Clock distribution:
Bar = 20 um.
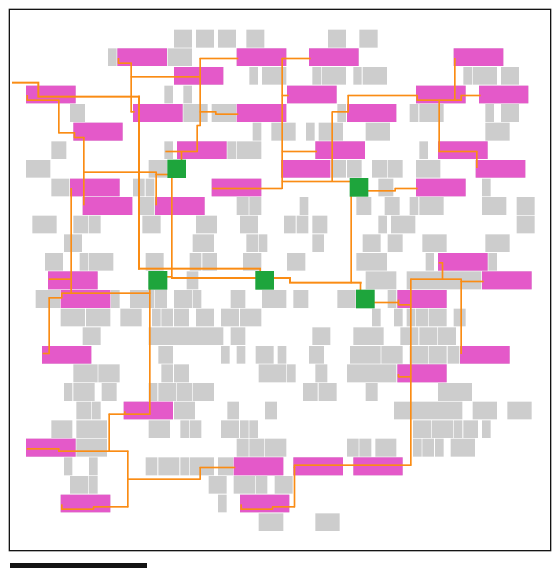
Metal layers overlaid:
Bar = 20 um.
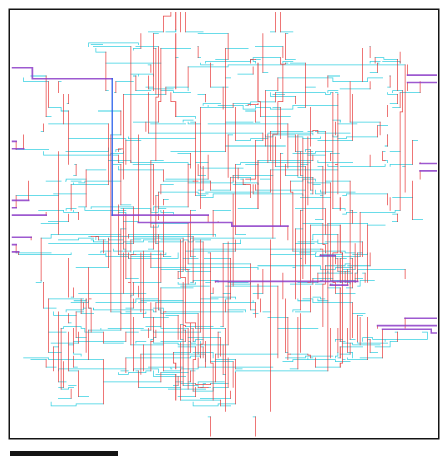
===== config.mk =====
export PLATFORM = sky130hd
export DESIGN_NAME = usart_receiver
export DESIGN_NICKNAME = d
export VERILOG_FILES = /design/src/rtl/usart_pkg.sv /design/src/rtl/usart_rx_sampler.sv /design/src/rtl/usart_receiver.sv
export SDC_FILE = /design/constraint.sdc
export NUM_CORES = 1
export LEC_CHECK = 0
export ABC_AREA = 0
export CORE_MARGIN = 2
export CORE_UTILIZATION = 35
export CTS_BUF_LIST = sky130_fd_sc_hd__clkbuf_4
export DETAILED_ROUTE_END_ITERATION = 6
export PLACE_DENSITY_LB_ADDON = 0.05
export SYNTH_ARGS = -nofsm -noshare
export SYNTH_HDL_FRONTEND = slang
export SYNTH_SLANG_ARGS = --single-unit

===== constraint.sdc =====
create_clock -name i_fosk -period 2.9 [get_ports i_fosk]
set_clock_uncertainty 0.2 [all_clocks]
set_input_delay 0.435 -clock i_fosk [delete_from_list [all_inputs] [get_ports i_fosk]]
set_output_delay 0.435 -clock i_fosk [all_outputs]
set_load 0.1 [all_outputs]

===== src/rtl/usart_pkg.sv =====
// Shared USART definitions: FSM states, UCSZ/UPM encodings and character-size decode.
package usart_pkg;

  typedef enum logic [2:0] {
    StIdle,
    StStart,
    StData,
    StParity,
    StStop
  } usart_state_e;

  localparam logic [2:0] UcszBits5 = 3'b000;
  localparam logic [2:0] UcszBits6 = 3'b001;
  localparam logic [2:0] UcszBits7 = 3'b010;
  localparam logic [2:0] UcszBits8 = 3'b011;
  localparam logic [2:0] UcszBits9 = 3'b111;

  localparam logic [1:0] UpmEven = 2'b10;
  localparam logic [1:0] UpmOdd  = 2'b11;

  // Reserved UCSZ codes fall back to 8 data bits.
  function automatic logic [3:0] data_bits(input logic [2:0] ucsz);
    logic [3:0] n;
    case (ucsz)
      UcszBits5: n = 4'd5;
      UcszBits6: n = 4'd6;
      UcszBits7: n = 4'd7;
      UcszBits8: n = 4'd8;
      UcszBits9: n = 4'd9;
      default:   n = 4'd8;
    endcase
    return n;
  endfunction

endpackage


===== src/rtl/usart_rx_sampler.sv =====
// RxD synchronizer, start-edge detect, 16x tick counter and per-bit decision.
// USART_RX_MAJORITY_EN selects a 2-of-3 vote over ticks 7/8/9 instead of tick 9 alone.
module usart_rx_sampler
  import usart_pkg::*;
(
  input  logic clk_i,
  input  logic rst_i,
  input  logic tick_i,
  input  logic en_i,
  input  logic active_i,
  input  logic clr_i,
  input  logic rxd_i,
  output logic start_o,
  output logic dec_o,
  output logic wrap_o,
  output logic bit_o
);

  logic [1:0] sync_q;
  logic       prev_q;
  logic [3:0] cnt_q, cnt_d;
  logic       rx_s;

  assign rx_s    = sync_q[1];
  assign start_o = tick_i & en_i & ~active_i & prev_q & ~rx_s;
  assign dec_o   = tick_i & active_i & (cnt_q == 4'd9);
  assign wrap_o  = tick_i & active_i & (cnt_q == 4'd15);

  // The detect tick itself is count 0, so the counter leaves it holding 1.
  always_comb begin
    cnt_d = cnt_q;
    if (!en_i || clr_i) begin
      cnt_d = 4'd0;
    end else if (active_i) begin
      if (tick_i) cnt_d = cnt_q + 4'd1;
    end else if (start_o) begin
      cnt_d = 4'd1;
    end else begin
      cnt_d = 4'd0;
    end
  end

  always_ff @(posedge clk_i) begin
    if (rst_i) begin
      sync_q <= 2'b11;
      prev_q <= 1'b1;
      cnt_q  <= 4'd0;
    end else begin
      sync_q <= {sync_q[0], rxd_i};
      if (tick_i) prev_q <= rx_s;
      cnt_q  <= cnt_d;
    end
  end

`ifdef USART_RX_MAJORITY_EN
  logic s7_q, s8_q;

  always_ff @(posedge clk_i) begin
    if (rst_i) begin
      s7_q <= 1'b1;
      s8_q <= 1'b1;
    end else if (tick_i) begin
      if (cnt_q == 4'd7) s7_q <= rx_s;
      if (cnt_q == 4'd8) s8_q <= rx_s;
    end
  end

  assign bit_o = (s7_q & s8_q) | (s7_q & rx_s) | (s8_q & rx_s);
`else
  assign bit_o = rx_s;
`endif

endmodule


===== src/rtl/usart_receiver.sv =====
// USART receive path: frame FSM, shift register, parity check and single-level UDR buffer.
// Build option USART_RX_MAJORITY_EN enables majority-vote bit sampling in the sampler.
module usart_receiver
  import usart_pkg::*;
(
  input  logic       i_fosk,
  input  logic       i_rst,
  input  logic       i_rxclk,
  input  logic       i_rxen,
  input  logic       i_RxD,
  input  logic [2:0] i_UCSZ,
  input  logic [1:0] i_UPM,
  input  logic       i_re_udr,
  output logic [7:0] o_rx,
  output logic       o_rx8,
  output logic       o_rxc,
  output logic       o_fe,
  output logic       o_upe,
  output logic       o_dor
);

  usart_state_e state_q, state_d;
  logic [3:0]   idx_q, idx_d;
  logic [8:0]   shift_q, shift_d;
  logic         par_q, par_d;
  logic         perr_q, perr_d;
  logic [7:0]   rx_q, rx_d;
  logic         rx8_q, rx8_d;
  logic         rxc_q, rxc_d;
  logic         fe_q, fe_d;
  logic         upe_q, upe_d;
  logic         dor_q, dor_d;

  logic       start, dec, wrap, bit_val, clr;
  logic [3:0] nbits;

  assign nbits = data_bits(i_UCSZ);

  usart_rx_sampler u_sampler (
    .clk_i    (i_fosk),
    .rst_i    (i_rst),
    .tick_i   (i_rxclk),
    .en_i     (i_rxen),
    .active_i (state_q != StIdle),
    .clr_i    (clr),
    .rxd_i    (i_RxD),
    .start_o  (start),
    .dec_o    (dec),
    .wrap_o   (wrap),
    .bit_o    (bit_val)
  );

  always_comb begin
    state_d = state_q;
    idx_d   = idx_q;
    shift_d = shift_q;
    par_d   = par_q;
    perr_d  = perr_q;
    rx_d    = rx_q;
    rx8_d   = rx8_q;
    rxc_d   = rxc_q;
    fe_d    = fe_q;
    upe_d   = upe_q;
    dor_d   = dor_q;
    clr     = 1'b0;

    // A same-cycle transfer below overrides the read.
    if (i_re_udr) rxc_d = 1'b0;

    if (!i_rxen) begin
      state_d = StIdle;
    end else begin
      unique case (state_q)
        StIdle: begin
          if (start) begin
            state_d = StStart;
            idx_d   = 4'd0;
            shift_d = 9'd0;
            par_d   = 1'b0;
            perr_d  = 1'b0;
          end
        end
        StStart: begin
          if (dec && bit_val) begin
            state_d = StIdle;
            clr     = 1'b1;
          end else if (wrap) begin
            state_d = StData;
            idx_d   = 4'd0;
          end
        end
        StData: begin
          if (dec) begin
            if (idx_q <= 4'd8) shift_d[idx_q] = bit_val;
            par_d = par_q ^ bit_val;
          end
          if (wrap) begin
            if (idx_q == nbits - 4'd1) begin
              state_d = i_UPM[1] ? StParity : StStop;
            end else begin
              idx_d = idx_q + 4'd1;
            end
          end
        end
        StParity: begin
          if (dec) perr_d = par_q ^ bit_val ^ (i_UPM == UpmOdd);
          if (wrap) state_d = StStop;
        end
        StStop: begin
          if (dec) begin
            state_d = StIdle;
            clr     = 1'b1;
            if (!rxc_q) begin
              rx_d  = shift_q[7:0];
              rx8_d = shift_q[8];
              rxc_d = 1'b1;
              fe_d  = ~bit_val;
              upe_d = perr_q;
              dor_d = 1'b0;
            end else begin
              dor_d = 1'b1;
            end
          end
        end
        default: state_d = StIdle;
      endcase
    end
  end

  always_ff @(posedge i_fosk) begin
    if (i_rst) begin
      state_q <= StIdle;
      idx_q   <= 4'd0;
      shift_q <= 9'd0;
      par_q   <= 1'b0;
      perr_q  <= 1'b0;
      rx_q    <= 8'd0;
      rx8_q   <= 1'b0;
      rxc_q   <= 1'b0;
      fe_q    <= 1'b0;
      upe_q   <= 1'b0;
      dor_q   <= 1'b0;
    end else begin
      state_q <= state_d;
      idx_q   <= idx_d;
      shift_q <= shift_d;
      par_q   <= par_d;
      perr_q  <= perr_d;
      rx_q    <= rx_d;
      rx8_q   <= rx8_d;
      rxc_q   <= rxc_d;
      fe_q    <= fe_d;
      upe_q   <= upe_d;
      dor_q   <= dor_d;
    end
  end

  assign o_rx  = rx_q;
  assign o_rx8 = rx8_q;
  assign o_rxc = rxc_q;
  assign o_fe  = fe_q;
  assign o_upe = upe_q;
  assign o_dor = dor_q;

endmodule

==> Changelog: implementation <==
## Flow update

- Hold_sp: u_sampler.sync_q[0]
- Reg2reg setup slack: 590 ps
- Logic share of the area: 47.8%
- CTS tree: yes
- Slew at the pin closest to its max-slew limit: about 540 ps
- Register share after synthesis: between 30 and 40%
- Synth Net Count: 238
- Critical path class: input pin to flip-flop
- Hold-fix buffers, CTS: 0
- Sw power: 0.000229 W
- Clock H-tree levels: 2
- Sequential Power Share: 50.4%
- Setup ws final: 564 ps
- Buf/Inv on CP: 1
- Post-Layout Cell Count: 322
- CP max-delay cell: or4b_4
- Logic area: 0.00113 mm2
- Yosys chip area: 0.00197 mm2
- Combinational fraction of design power: 6.7%
- DRC: 0
- Yosys warnings: 0
- Gr usage total: 15.4%
- Status: completed
- Final Hold Fails: 0
- Critical Path AT: ~2400 ps
- Synthesized cell area: 0.00197 mm2
- # Cells Yosys: 221
- Clock-pin slew on the worst setup and hold paths: 120 ps
- Worst R2R Start: u_sampler.cnt_q[0]
- Setup tns final: 0 ps
- Clk buf depth: 2
- RSZ-0062 raised after global routing: no
- Initial antenna violation count: 0
- Comb_multi_in: roughly 170
- First DRT Iteration DRCs: 65
- Max-area cell share: about two fifths
- Final non-clock buffer share: 11.2%
- Placement Setup Slack: around 230 ps
Back to the opening pictures, 'clock distribution':
magenta -> flip-flops  # count 38
green -> clock-net drivers  # count 5
orange -> clock wires  # length 555 um
routed clock nets = 6
flops lie = all over the die

Back to the opening pictures, 'metal layers overlaid':
cyan -> M1  # wire length 2,200 um
red -> M2  # wire length 2,100 um
purple -> M3  # wire length 160 um
blue -> M4  # wire length 25.2 um
WL final: 4.48 mm
Routed WL per cell: 13.9 um

[layer usage]
| layer | share of wire [%] | up-vias | track usage (%) |
|---|---|---|---|
| li1 | - | 857 | - |
| met1 | 49 | 776 | 20.9 |
| met2 | 47 | 26 | 24.6 |
| met3 | 3.6 | 2 | 3.30 |
| met4 | 0.56 | 0 | 4.66 |
| met5 | 0 | - | 0 |
[flip-flops by register name, summed over array words and instances (netlist names), 2 cells and up]
name,flops
state_q,3
u_sampler.sync_q,2
u_sampler.cnt_q,4
o_rx,8
idx_q,4
shift_q,9
[worst reg2reg max path, cell delays in order, from the launching register on]
cell	delay (ps)
dfxtp_1	420
ha_1	190
and4b_1	280
nand2_1	130
or4_1	530
buf_4	230
mux2i_1	180
nor2_1	50
Power figures rest on the tool's default switching activity, not on a simulated workload.
